<file path="config.mk">
export PLATFORM = sky130hd
export DESIGN_NAME = pipelined_add_sub
export DESIGN_NICKNAME = d
export VERILOG_FILES = /design/src/rtl/adder_pkg.sv /design/src/rtl/adder_slice.sv /design/src/rtl/pipelined_add_sub.sv
export SDC_FILE = /design/constraint.sdc
export NUM_CORES = 1
export LEC_CHECK = 0
export ABC_AREA = 1
export CORE_MARGIN = 4
export CORE_UTILIZATION = 60
export DETAILED_ROUTE_END_ITERATION = 8
export PLACE_DENSITY = 0.85
export SYNTH_ARGS = -nofsm -noshare
export SYNTH_HDL_FRONTEND = slang
export SYNTH_HIERARCHICAL = 1
export SYNTH_SLANG_ARGS = --single-unit
</file>
<file path="constraint.sdc">
create_clock -name clk_in -period 9.9 [get_ports clk_in]
set_clock_uncertainty 0.15 [all_clocks]
set_input_delay 2.97 -clock clk_in [delete_from_list [all_inputs] [get_ports clk_in]]
set_output_delay 2.97 -clock clk_in [all_outputs]
set_load 0.02 [all_outputs]
</file>
<file path="src/rtl/adder_pkg.sv">
`default_nettype none
// ============================================================================
// Module      : adder_pkg
// Description : Shared defaults and mode encodings for the pipelined
//               add/subtract datapath.
//               DEF_WIDTH  - default operand/result width
//               DEF_STAGES - default pipeline depth
//               OP_ADD     - sub_in value selecting addition
//               OP_SUB     - sub_in value selecting subtraction
// Revision    : 1.0 - initial release
// ============================================================================
package adder_pkg;
   localparam int   DEF_WIDTH  = 32;
   localparam int   DEF_STAGES = 4;
   localparam logic OP_ADD     = 1'b0;
   localparam logic OP_SUB     = 1'b1;
endpackage
`default_nettype wire

</file>
<file path="src/rtl/adder_slice.sv">
`default_nettype none
// ============================================================================
// Module      : adder_slice
// Description : SLICE-bit combinational ripple-carry adder used as one stage
//               of the pipelined add/subtract datapath.
// Ports       : i_a, i_b    - slice operands
//               i_cin       - carry into bit 0
//               o_sum       - slice sum
//               o_cout      - carry out of the slice MSB
//               o_msb_cin   - carry into the slice MSB (for overflow)
// Revision    : 1.0 - initial release
// ============================================================================
module adder_slice #(
   parameter int SLICE = 8
) (
   input  logic [SLICE-1:0] i_a,
   input  logic [SLICE-1:0] i_b,
   input  logic             i_cin,
   output logic [SLICE-1:0] o_sum,
   output logic             o_cout,
   output logic             o_msb_cin
);
   logic [SLICE:0] w_carry;

   always_comb begin
      w_carry    = '0;
      o_sum      = '0;
      w_carry[0] = i_cin;
      for (int i = 0; i < SLICE; i++) begin
         o_sum[i]       = i_a[i] ^ i_b[i] ^ w_carry[i];
         w_carry[i + 1] = (i_a[i] & i_b[i]) | (w_carry[i] & (i_a[i] ^ i_b[i]));
      end
   end

   assign o_cout    = w_carry[SLICE];
   assign o_msb_cin = w_carry[SLICE-1];
endmodule
`default_nettype wire

</file>
<file path="src/rtl/pipelined_add_sub.sv">
`default_nettype none
// ============================================================================
// Module      : pipelined_add_sub
// Description : WIDTH-bit adder/subtractor split into STAGES ripple slices,
//               one slice per pipeline stage, with valid/ready handshaking.
// Ports       : clk_in    - clock, rising edge
//               rst_n_in  - asynchronous active-low reset
//               A_in/B_in - operands
//               C_in      - carry-in (add mode only)
//               sub_in    - 0 add, 1 subtract
//               valid_in  - operands valid       / ready_out - accepting
//               S_out     - sum/difference
//               C_out     - MSB carry-out (subtract: 1 = no borrow)
//               V_out     - signed overflow      / Z_out - result is zero
//               valid_out - result valid         / ready_in  - consumer ready
// Revision    : 1.0 - initial release
// ============================================================================
import adder_pkg::*;

module pipelined_add_sub #(
   parameter int WIDTH  = DEF_WIDTH,
   parameter int STAGES = DEF_STAGES
) (
   input  logic             clk_in,
   input  logic             rst_n_in,
   input  logic [WIDTH-1:0] A_in,
   input  logic [WIDTH-1:0] B_in,
   input  logic             C_in,
   input  logic             sub_in,
   input  logic             valid_in,
   output logic             ready_out,
   output logic [WIDTH-1:0] S_out,
   output logic             C_out,
   output logic             V_out,
   output logic             Z_out,
   output logic             valid_out,
   input  logic             ready_in
);
   localparam int SLICE = WIDTH / STAGES;

   if ((STAGES < 1) || ((WIDTH % STAGES) != 0)) begin : g_param_check
      $error("pipelined_add_sub: WIDTH must be a non-zero multiple of STAGES");
   end

   // Stage-k inputs (from ports for k = 0, from stage k-1 registers otherwise)
   logic [WIDTH-1:0]  w_a_in    [STAGES];
   logic [WIDTH-1:0]  w_b_in    [STAGES];
   logic [WIDTH-1:0]  w_s_in    [STAGES];
   logic [WIDTH-1:0]  w_s_next  [STAGES];
   logic [SLICE-1:0]  w_sum     [STAGES];
   logic [STAGES-1:0] w_c_in;
   logic [STAGES-1:0] w_v_in;
   logic [STAGES-1:0] w_cout;
   logic [STAGES-1:0] w_msb_cin;
   logic              w_adv;

   // Stage registers
   logic [WIDTH-1:0]  r_a       [STAGES];
   logic [WIDTH-1:0]  r_b       [STAGES];
   logic [WIDTH-1:0]  r_s       [STAGES];
   logic [STAGES-1:0] r_carry;
   logic [STAGES-1:0] r_valid;
   logic              r_ovf;
   logic              r_zero;

   // The whole pipeline moves together; it only freezes when the output
   // holds a result the consumer has not taken.
   assign w_adv     = !r_valid[STAGES-1] || ready_in;
   assign ready_out = w_adv;

   always_comb begin
      // B is inverted once at entry so later stages never need the mode bit.
      w_a_in[0] = A_in;
      w_b_in[0] = (sub_in == OP_ADD) ? B_in : ~B_in;
      w_s_in[0] = '0;
      w_c_in    = '0;
      w_v_in    = '0;
      w_c_in[0] = (sub_in == OP_SUB) ? 1'b1 : C_in;
      w_v_in[0] = valid_in;
      for (int k = 1; k < STAGES; k++) begin
         w_a_in[k] = r_a[k-1];
         w_b_in[k] = r_b[k-1];
         w_s_in[k] = r_s[k-1];
         w_c_in[k] = r_carry[k-1];
         w_v_in[k] = r_valid[k-1];
      end
   end

   for (genvar k = 0; k < STAGES; k++) begin : g_stage
      adder_slice #(
         .SLICE     (SLICE)
      ) u_slice (
         .i_a       (w_a_in[k][k*SLICE +: SLICE]),
         .i_b       (w_b_in[k][k*SLICE +: SLICE]),
         .i_cin     (w_c_in[k]),
         .o_sum     (w_sum[k]),
         .o_cout    (w_cout[k]),
         .o_msb_cin (w_msb_cin[k])
      );
   end

   // Completed slices ride forward; stage k drops its slice into place.
   always_comb begin
      for (int k = 0; k < STAGES; k++) begin
         w_s_next[k]                  = w_s_in[k];
         w_s_next[k][k*SLICE +: SLICE] = w_sum[k];
      end
   end

   always_ff @(posedge clk_in or negedge rst_n_in) begin
      if (!rst_n_in) begin
         for (int k = 0; k < STAGES; k++) begin
            r_a[k] <= '0;
            r_b[k] <= '0;
            r_s[k] <= '0;
         end
         r_carry <= '0;
         r_valid <= '0;
         r_ovf   <= 1'b0;
         r_zero  <= 1'b0;
      end else if (w_adv) begin
         for (int k = 0; k < STAGES; k++) begin
            r_a[k] <= w_a_in[k];
            r_b[k] <= w_b_in[k];
            r_s[k] <= w_s_next[k];
         end
         r_carry <= w_cout;
         r_valid <= w_v_in;
         // Flags are formed from the final-stage adder outputs so they are
         // registered alongside the sum rather than decoded from S_out.
         r_ovf   <= w_cout[STAGES-1] ^ w_msb_cin[STAGES-1];
         r_zero  <= ~|w_s_next[STAGES-1];
      end
   end

   // Operand copies leaving the last stage and intermediate MSB carries have
   // no consumer; they are gathered here so they are visibly intentional.
   logic w_unused_bits;
   assign w_unused_bits = ^{r_a[STAGES-1], r_b[STAGES-1], w_msb_cin};

   assign S_out     = r_s[STAGES-1];
   assign C_out     = r_carry[STAGES-1];
   assign V_out     = r_ovf;
   assign Z_out     = r_zero;
   assign valid_out = r_valid[STAGES-1];
endmodule
`default_nettype wire

</file>
==> Changelog: implementation <==
### Implementation results

- Critical path endpoint: ready_out
- Number of global-route vias before repair: 5286
- Net switching power figure: 1.14 mW
- NonClk Buf Share: 11.1%
- Total clock buffers created by CTS: 17
- Comb gate area: 0.00287 mm2
- Post-cts sizing count: 0
- Pleak: 4.78 nW
- Average wire per standard cell: 13.7 um
- Floorplan utilization: 61.0%
- Total overflow reported by the global router: 0
- Number of search-and-repair iterations in the first detailed-routing pass: 5
- Max-area cell class: sequential cells
- CTS root buf: sky130_fd_sc_hd__clkbuf_16
- Number of well taps: 180
- Period minus WS final: 7.62 ns
- Yosys warning count: 6
- Top-level port count: 107
- Global placer's final weighted congestion: 0.778
- Number of pins with negative max-slew slack in the final report: 0
- Average instance area after synthesis: 9.49 um2
- Fin crit share: 77.0%
- Height of the die: 127 um
- Setup TNS Final: 0 ns
- Post-synthesis sequential area ratio: 55.2%
- Type of the worst setup path: input pin to output pin
- Post-Route Hold Slack: 0.321 ns
- Most frequent logic cell in the layout: sky130_fd_sc_hd__nand2_1
- Number of buffers inserted by port buffering: 106
- Yosys stat area: 0.00843 mm2
- Final layout net count: 1043
- Area added between synthesis and finish: 15.5%
- Critical Path Slowest Stage Cell: sky130_fd_sc_hd__clkdlybuf4s50_1
- Top delay family on crit path: buffers and inverters
- Setup violation total in the final timing report: 0
- Cell total in the yosys stat output: 889
- Crit path depth: 4
- Worst Reg-to-Reg Cells: 19
- Full die area: 0.0160 mm2
- Cell count of the worst hold path: 2
- Share of cells above drive strength 1: 4.19%
- Number of signal-net buffers in the layout: 109
- Post-placement cell count: 1102
- Total power density per cell area: 316 mW/mm2
- Outcome: finished, final reports clean
- Maximum resistive drop on vdd: 0.000145 V
- Type of element capturing the critical path: output pin
- Rows: 43
- Sum of internal, switching and leakage power: 3.08 mW
- Post-route non-filler standard cell count: 1134
- Number of inserted filler cells in the final layout: 1019
- Dpl hpwl: 10300 um
- Level count of the clock H-tree: 4
- Path type of the worst min-delay path: flip-flop to flip-flop
- Hold-fix buffer count after cts: 0
- Clock share of power: 21.6%
- Setup Fix Bufs, Post-CTS: 0
- Startpoint of the worst register-to-register path: r_a[56]
- Required arrival time at the worst endpoint: 6.78 ns
- Clk pin slew, worst setup/hold paths: 0.07 ns
- Mapped Cells: 889
- Post-DR vias/cell: 4.92
- Count of buffer and inverter cells on the critical path: 3
- Minimum setup slack after placement: 2.29 ns
- Endpoint of the lowest-slack register-to-register path: Z_out
- Total non-filler cell area in the finished layout: 0.00975 mm2
- Crit-path max FO: 38
- Flip-flop and latch count after synthesis: 186
- Number of logic gates: 542
- Net count after synthesis: 991
- Tally of max-capacitance violations: 0
- Largest incremental delay on the critical path: 0.68 ns
- Least-Margin Pin Slew: 1.07 ns
- Endpoint of the worst hold-timing path: r_s[66]
- Cell area after technology mapping: 0.00843 mm2
- Data arrival time of the critical path: 4.50 ns
- CP most frequent cell: sky130_fd_sc_hd__clkdlybuf4s50_1
- Cells along the critical path: clkdlybuf4s50_1 > inv_2 > nand2_4 > clkdlybuf4s50_1
-- layer usage --
layer | global-route usage (%) | part of all wire [%]
met4 | 7.82 | 2.3
met2 | 29.8 | 46
met1 | 30.9 | 47
met5 | 0 | 0
met3 | 3.75 | 4.4
-- kinds of logic after synthesis --
| kind of cell | after synthesis | share of synthesized area, % |
|---|---|---|
| buffers and inverters | 161 | 10.8 |
| XOR/XNOR | 33 | 3.43 |
| flip-flops | 186 | 55.2 |
| AND/OR/NAND/NOR | 372 | 16.8 |
| AND-OR/OR-AND | 105 | 6.23 |
| adder cells (fa/ha/maj) | 32 | 7.60 |
-- registers in the layout, summed over array words and instances, names as in the netlist --
name and count:
r_a 48, r_s 48, V_out 1, r_carry 4, S_out 32, r_b 48
r_valid 4, Z_out 1
-- synthesized netlist by cell type --
master	count	area (um2)
sky130_fd_sc_hd__nand2_4	1	11.3
sky130_fd_sc_hd__dfrtp_1	186	4650
sky130_fd_sc_hd__a21oi_1	1	5.00
sky130_fd_sc_hd__inv_1	83	312
sky130_fd_sc_hd__nand2_1	351	1320
sky130_fd_sc_hd__clkbuf_1	6	22.5
sky130_fd_sc_hd__nor2_1	14	52.6
sky130_fd_sc_hd__buf_2	12	60.1
sky130_fd_sc_hd__clkbuf_2	2	10.0
sky130_fd_sc_hd__buf_4	36	270
sky130_fd_sc_hd__o21ai_1	11	55.1
sky130_fd_sc_hd__inv_4	1	6.26
sky130_fd_sc_hd__buf_6	20	225
sky130_fd_sc_hd__o21ai_0	93	465
sky130_fd_sc_hd__xnor2_1	25	219
sky130_fd_sc_hd__nand3_1	3	15.0
sky130_fd_sc_hd__inv_2	1	3.75
sky130_fd_sc_hd__nand4_1	2	12.5
sky130_fd_sc_hd__fa_1	32	641
sky130_fd_sc_hd__xor2_1	8	70.1
sky130_fd_sc_hd__or2_2	1	6.26
### Sequential cells coloured by netlist name

Scale bar: 50 um. Other sequential cells in the stronger grey, the rest of the logic in the fainter grey.
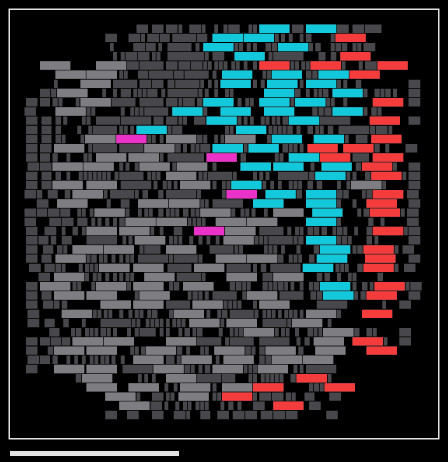
| signal | colour | flops |
|---|---|---|
| S_out | red | 32 |
| r_s | cyan | 48 |
| r_carry | magenta | 4 |
FF/Latch Area: 0.00465 mm2
sequential cell power: 1.29 mW

### The clock network

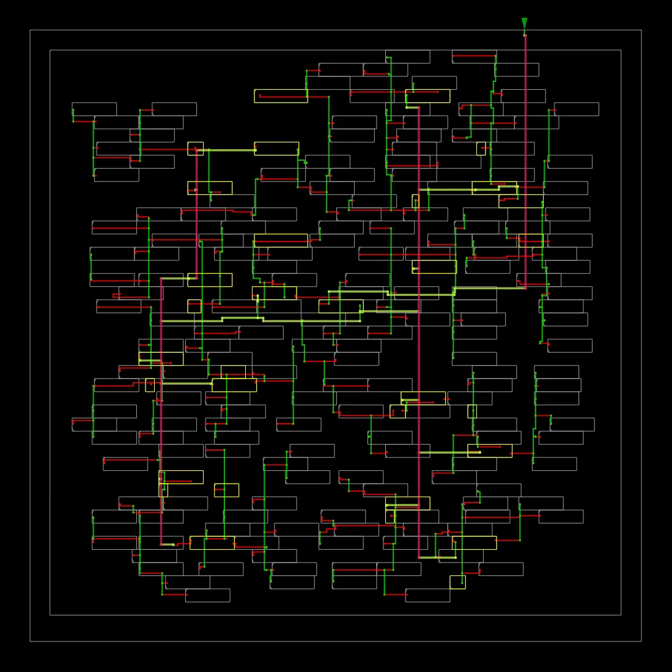
total number of clock tree sinks: 186
total clock network power: 0.666 mW
clock latency reported for the late side of the worst-skew pair: 0.42 ns
Flops: 186
clock buffer count: 21

Power and IR drop assume default switching activity.
